## src/rtl/benes_4_route_pkg.sv

```systemverilog
// ---------------------------------------------------------------------------
// benes_4_route_pkg
// Shared definitions for the 4-port Benes routing pipeline:
//   - network geometry (port count, column count)
//   - sw_cfg_t : the six switch-setting bits that travel with every beat
//   - LINK_SRC : inter-column wiring, expressed as "input lane j of the next
//                column is fed by output lane LINK_SRC[k][j] of column k"
//   - sw_bit() : picks one switch setting out of a sw_cfg_t record
// Lane numbering: switch r of a column owns lanes 2r (upper) and 2r+1 (lower).
// ---------------------------------------------------------------------------
package benes_4_route_pkg;

    localparam int N_PORTS = 32'sd4;
    localparam int N_COLS  = 32'sd3;
    localparam int N_ROWS  = 32'sd2;

    // Switch settings for one beat: s_<row>_<column>, 1 = straight, 0 = cross.
    typedef struct packed {
        logic s_0_0;
        logic s_0_1;
        logic s_0_2;
        logic s_1_0;
        logic s_1_1;
        logic s_1_2;
    } sw_cfg_t;

    // Both links use the same pattern: switch s output p lands on switch p
    // input s, i.e. the two index bits are swapped. The table is its own
    // inverse, so it reads equally well as a source or a destination map.
    localparam logic [1:0] LINK_SRC [2][4] = '{
        '{2'd0, 2'd2, 2'd1, 2'd3},   // column 0 -> column 1
        '{2'd0, 2'd2, 2'd1, 2'd3}    // column 1 -> column 2
    };

    // Select the setting of the switch at (row, col) from a record.
    function automatic logic sw_bit(input sw_cfg_t cfg, input logic row, input logic [1:0] col);
        logic b;
        case ({row, col})
            3'b0_00: b = cfg.s_0_0;
            3'b0_01: b = cfg.s_0_1;
            3'b0_10: b = cfg.s_0_2;
            3'b1_00: b = cfg.s_1_0;
            3'b1_01: b = cfg.s_1_1;
            3'b1_10: b = cfg.s_1_2;
            default: b = 1'b1;
        endcase
        return b;
    endfunction

endpackage

```

## src/rtl/benes_2x2_switch.sv

```systemverilog
// ---------------------------------------------------------------------------
// benes_2x2_switch
// Combinational 2x2 exchange element.
//   a_upper, a_lower : input lanes (DATA_W each)
//   straight         : 1 = pass through, 0 = exchange the two lanes
//   y_upper, y_lower : output lanes
// ---------------------------------------------------------------------------
module benes_2x2_switch
    import benes_4_route_pkg::*;
#(
    parameter int DATA_W = 8
) (
    input  logic [DATA_W-1:0] a_upper,
    input  logic [DATA_W-1:0] a_lower,
    input  logic              straight,
    output logic [DATA_W-1:0] y_upper,
    output logic [DATA_W-1:0] y_lower
);

    // Pass or exchange the two lanes.
    always_comb begin
        y_upper = a_upper;
        y_lower = a_lower;
        if (straight) begin
            y_upper = a_upper;
            y_lower = a_lower;
        end else begin
            y_upper = a_lower;
            y_lower = a_upper;
        end
    end

endmodule

```

## src/rtl/benes_4_route.sv

```systemverilog
// ---------------------------------------------------------------------------
// benes_4_route
// 4-port, 3-column Benes network with one register stage per column and a
// valid/ready handshake on both sides.
//   clk, rst                : rising-edge clock, synchronous active-high reset
//   in_valid / in_ready     : input beat handshake
//   in_data0..3             : input lanes
//   state_<r>_<c>           : switch settings for the beat being offered
//   out_valid / out_ready   : output beat handshake
//   out_data0..3            : routed lanes (registered)
//   beat_cnt                : wrapping count of delivered beats
// Each beat carries its own six settings down the pipe, so consecutive beats
// may be routed differently. Stage S1 holds column-0 results, S2 column-1,
// S3 column-2; S3 drives the outputs directly.
// ---------------------------------------------------------------------------
module benes_4_route
    import benes_4_route_pkg::*;
#(
    parameter int DATA_W = 8
) (
    input  logic              clk,
    input  logic              rst,
    input  logic              in_valid,
    output logic              in_ready,
    input  logic [DATA_W-1:0] in_data0,
    input  logic [DATA_W-1:0] in_data1,
    input  logic [DATA_W-1:0] in_data2,
    input  logic [DATA_W-1:0] in_data3,
    input  logic              state_0_0,
    input  logic              state_0_1,
    input  logic              state_0_2,
    input  logic              state_1_0,
    input  logic              state_1_1,
    input  logic              state_1_2,
    output logic              out_valid,
    input  logic              out_ready,
    output logic [DATA_W-1:0] out_data0,
    output logic [DATA_W-1:0] out_data1,
    output logic [DATA_W-1:0] out_data2,
    output logic [DATA_W-1:0] out_data3,
    output logic [15:0]       beat_cnt
);

    sw_cfg_t in_cfg_s;
    sw_cfg_t s1_cfg_r;
    sw_cfg_t s2_cfg_r;

    logic [N_PORTS-1:0][DATA_W-1:0] c0_in_s;
    logic [N_PORTS-1:0][DATA_W-1:0] c0_out_s;
    logic [N_PORTS-1:0][DATA_W-1:0] c1_in_s;
    logic [N_PORTS-1:0][DATA_W-1:0] c1_out_s;
    logic [N_PORTS-1:0][DATA_W-1:0] c2_in_s;
    logic [N_PORTS-1:0][DATA_W-1:0] c2_out_s;
    logic [N_PORTS-1:0][DATA_W-1:0] s1_data_r;
    logic [N_PORTS-1:0][DATA_W-1:0] s2_data_r;
    logic [N_PORTS-1:0][DATA_W-1:0] s3_data_r;

    logic        s1_valid_r;
    logic        s2_valid_r;
    logic        s3_valid_r;
    logic        rdy1_s;
    logic        rdy2_s;
    logic        rdy3_s;
    logic [15:0] beat_cnt_r;

    assign in_cfg_s = '{s_0_0: state_0_0, s_0_1: state_0_1, s_0_2: state_0_2,
                        s_1_0: state_1_0, s_1_1: state_1_1, s_1_2: state_1_2};

    assign c0_in_s = {in_data3, in_data2, in_data1, in_data0};

    // A stage can take a new beat when it is empty or its contents move on
    // this cycle; an empty stage therefore fills even behind a stall.
    assign rdy3_s   = !s3_valid_r || out_ready;
    assign rdy2_s   = !s2_valid_r || rdy3_s;
    assign rdy1_s   = !s1_valid_r || rdy2_s;
    assign in_ready = rdy1_s;

    // Inter-column wiring taken from the shared link tables.
    for (genvar j = 0; j < N_PORTS; j++) begin : g_link
        assign c1_in_s[j] = s1_data_r[LINK_SRC[0][j]];
        assign c2_in_s[j] = s2_data_r[LINK_SRC[1][j]];
    end

    // Column c switches use the settings captured with the beat they see:
    // column 0 the incoming beat, columns 1/2 the S1/S2 copies.
    for (genvar r = 0; r < N_ROWS; r++) begin : g_row
        benes_2x2_switch #(.DATA_W(DATA_W)) u_sw_c0 (
            .a_upper  (c0_in_s[2*r]),
            .a_lower  (c0_in_s[2*r+1]),
            .straight (sw_bit(in_cfg_s, 1'(r), 2'd0)),
            .y_upper  (c0_out_s[2*r]),
            .y_lower  (c0_out_s[2*r+1])
        );
        benes_2x2_switch #(.DATA_W(DATA_W)) u_sw_c1 (
            .a_upper  (c1_in_s[2*r]),
            .a_lower  (c1_in_s[2*r+1]),
            .straight (sw_bit(s1_cfg_r, 1'(r), 2'd1)),
            .y_upper  (c1_out_s[2*r]),
            .y_lower  (c1_out_s[2*r+1])
        );
        benes_2x2_switch #(.DATA_W(DATA_W)) u_sw_c2 (
            .a_upper  (c2_in_s[2*r]),
            .a_lower  (c2_in_s[2*r+1]),
            .straight (sw_bit(s2_cfg_r, 1'(r), 2'd2)),
            .y_upper  (c2_out_s[2*r]),
            .y_lower  (c2_out_s[2*r+1])
        );
    end

    // Stage valid flags and the delivered-beat counter.
    always_ff @(posedge clk) begin
        if (rst) begin
            s1_valid_r <= 1'b0;
            s2_valid_r <= 1'b0;
            s3_valid_r <= 1'b0;
            beat_cnt_r <= 16'd0;
        end else begin
            if (rdy1_s) begin
                s1_valid_r <= in_valid;
            end
            if (rdy2_s) begin
                s2_valid_r <= s1_valid_r;
            end
            if (rdy3_s) begin
                s3_valid_r <= s2_valid_r;
            end
            if (s3_valid_r && out_ready) begin
                beat_cnt_r <= beat_cnt_r + 16'd1;
            end
        end
    end

    // Stage payload and settings; only a valid beat overwrites a stage, so
    // idle-cycle inputs never disturb held data.
    always_ff @(posedge clk) begin
        if (rdy1_s && in_valid) begin
            s1_data_r <= c0_out_s;
            s1_cfg_r  <= in_cfg_s;
        end
        if (rdy2_s && s1_valid_r) begin
            s2_data_r <= c1_out_s;
            s2_cfg_r  <= s1_cfg_r;
        end
        if (rdy3_s && s2_valid_r) begin
            s3_data_r <= c2_out_s;
        end
    end

    assign out_valid = s3_valid_r;
    assign out_data0 = s3_data_r[0];
    assign out_data1 = s3_data_r[1];
    assign out_data2 = s3_data_r[2];
    assign out_data3 = s3_data_r[3];
    assign beat_cnt  = beat_cnt_r;

endmodule

```

## config.mk

```make
export PLATFORM = sky130hd
export DESIGN_NAME = benes_4_route
export DESIGN_NICKNAME = d
export VERILOG_FILES = /design/src/rtl/benes_4_route_pkg.sv /design/src/rtl/benes_2x2_switch.sv /design/src/rtl/benes_4_route.sv
export SDC_FILE = /design/constraint.sdc
export NUM_CORES = 1
export LEC_CHECK = 0
export CAP_MARGIN = 20
export CORE_ASPECT_RATIO = 0.9
export CORE_UTILIZATION = 32
export DETAILED_ROUTE_END_ITERATION = 10
export GPL_TIMING_DRIVEN = 0
export SLEW_MARGIN = 40
export SYNTH_ARGS = -nofsm -noshare
export SYNTH_HDL_FRONTEND = slang
export SYNTH_SLANG_ARGS = --single-unit
export TNS_END_PERCENT = 5
```

## constraint.sdc

```tcl
create_clock -name clk -period 5.7 [get_ports clk]
set_input_delay 1.71 -clock clk [delete_from_list [all_inputs] [get_ports clk]]
set_output_delay 1.71 -clock clk [all_outputs]
set_load 0.01 [all_outputs]
```

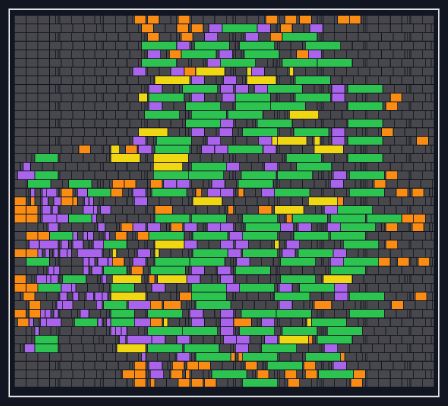
(images/placement_by_type.png)
Fill, decap, tap and diode cells in gray.
combinational and other logic: in purple, cells 172. other buffers and delay cells: in orange, cells 108. flops: in green, cells 121. clock drivers and dummy loads: in yellow, cells 31.
final design instance area without fill: 0.006880 mm²
Placement Rows: 43
sequential cell area share: 50.05%
core box area: 0.01544 mm²

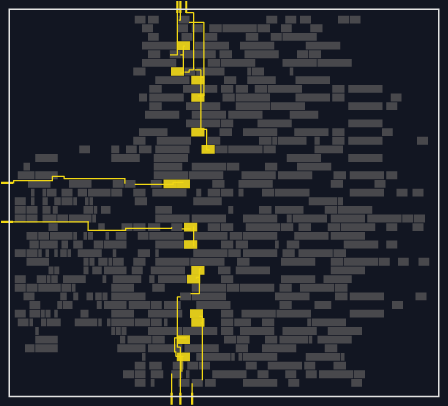
(images/io_fan.png)
`in_data3`: in yellow, bits 8, direction input, edge 3 south, 3 north, 2 west, end cells 16, buffers 8, wire 327 µm.
PortBufs: 89
I/O pin total: 92

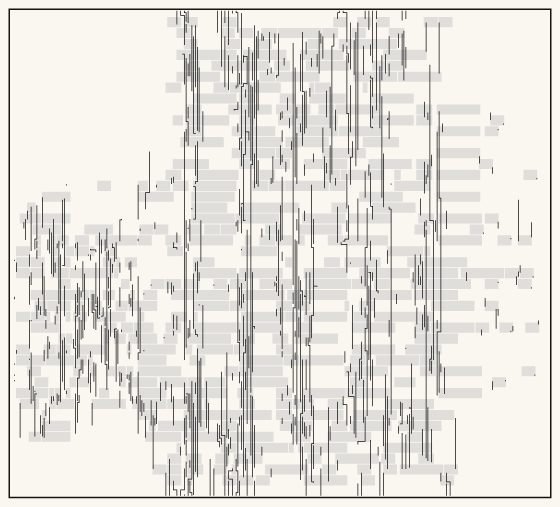
(images/layer_met2.png)
Cells faint in the background.
The wires run mostly vertical. The layer holds 47% of the routed length. 407 nets have wire on it. The layer carries 4,400 µm of wire. The longest straight run is 60.2 µm.
Routed WL: 9431 µm
Vias: 2,843
met2 Track Usage GR: 19.46%

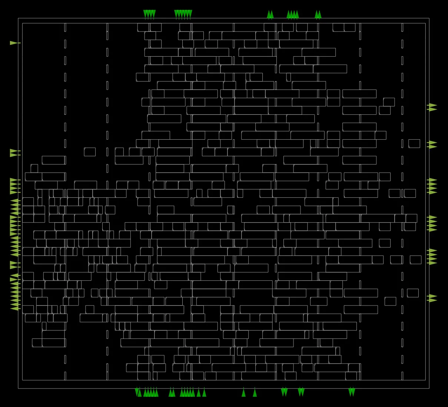
(images/placement.png)
Final Instance Count excl. Fillers: 634
final core occ: 44.56%

critical path, delay by kind of cell:
kind / cells / cell delay [ns]
AND/OR/NAND/NOR: 2 / 0.64
buffers and inverters: 2 / 1.02
cell usage in the layout (no fill, tap or decap), drive strengths merged:
cell / count
edfxtp: 102
mux2: 97
clkdlybuf4s50: 89
clkbuf: 28
dfxtp: 19
nor2: 16
buf: 11
nand3: 7
nand2: 6
a21oi: 6
xnor2: 6
nand4: 6
clkinv: 6
xor2: 5
nor3: 4
inv: 3
bufinv: 3
and4: 2
nor4: 2
clkinvlp: 2
nor2b: 2
and2b: 1
a31oi: 1
a21boi: 1
a31o: 1
a21bo: 1
nand3b: 1
or2: 1
o21ai: 1
or3: 1
ha: 1
per-layer routing:
layer	part of all wire, %	global-route usage, %
met2	47	19.46
met1	42	14.44
met5	0	0
met3	9.2	6.307
met4	1.7	6.320
power breakdown:
part	total [mW]	internal [mW]	switching (mW)
Clock	1.03	0.675	0.351
Sequential	1.04	1.02	0.0204
Combinational	0.171	0.103	0.0675
sequential cells by signal, indices dropped and copies added (netlist names):
| name | flops |
|---|---|
| s2_valid_r | 1 |
| out_data3 | 8 |
| s2_cfg_r | 2 |
| s1_cfg_r | 4 |
| out_data2 | 8 |
| beat_cnt | 16 |
| c2_in_s | 32 |
| out_data1 | 8 |
| s1_valid_r | 1 |
| c1_in_s | 32 |
| out_valid | 1 |
| out_data0 | 8 |
kinds of logic after synthesis:
family,Yosys count,synth area share (%)
and+or+nand+nor,49,5.484
xor gates and xnor gates,11,1.902
buffers and inverters,17,1.408
AOI/OAI and AO/OA,11,1.334
DFF,121,67.98
adders and majority gates,1,0.2470
muxes,97,21.64
==> flow_summary.json <==
{
  "grt_max_degree": 18,
  "die_w_um": 134.6,
  "numSynthFlops": 121,
  "synthesis.area_mm2": 0.005065,
  "r2r_cells": 4,
  "drt_first_pass_iters": 4,
  "drt-initial-drc-count": 115,
  "first_global_vias": 3042,
  "ff_type": "edfxtp_1",
  "slowest_delay_ns": 0.52,
  "post-cts-setup-buffers": 0,
  "synth_area_per_cell_um2": 16.50,
  "ir_drop_v": 0.0001942,
  "relSlewSlack_pct": 62.65,
  "crit_slowest_cell": "clkdlybuf4s50_1",
  "whs_path_depth": 0,
  "top_cell": "edfxtp_1",
  "synth_warnings": 0,
  "viasPerCell": 4.484,
  "status": "finished clean",
  "reg2reg_slack_ns": 3.87,
  "cts_buffers": 17,
  "htree_levels": 4,
  "clk_share_pct": 8.238,
  "leakage_nw": 2.344,
  "antenna_found_initial": 1
}
No activity file was given, so power comes from the tool's default toggle rates.
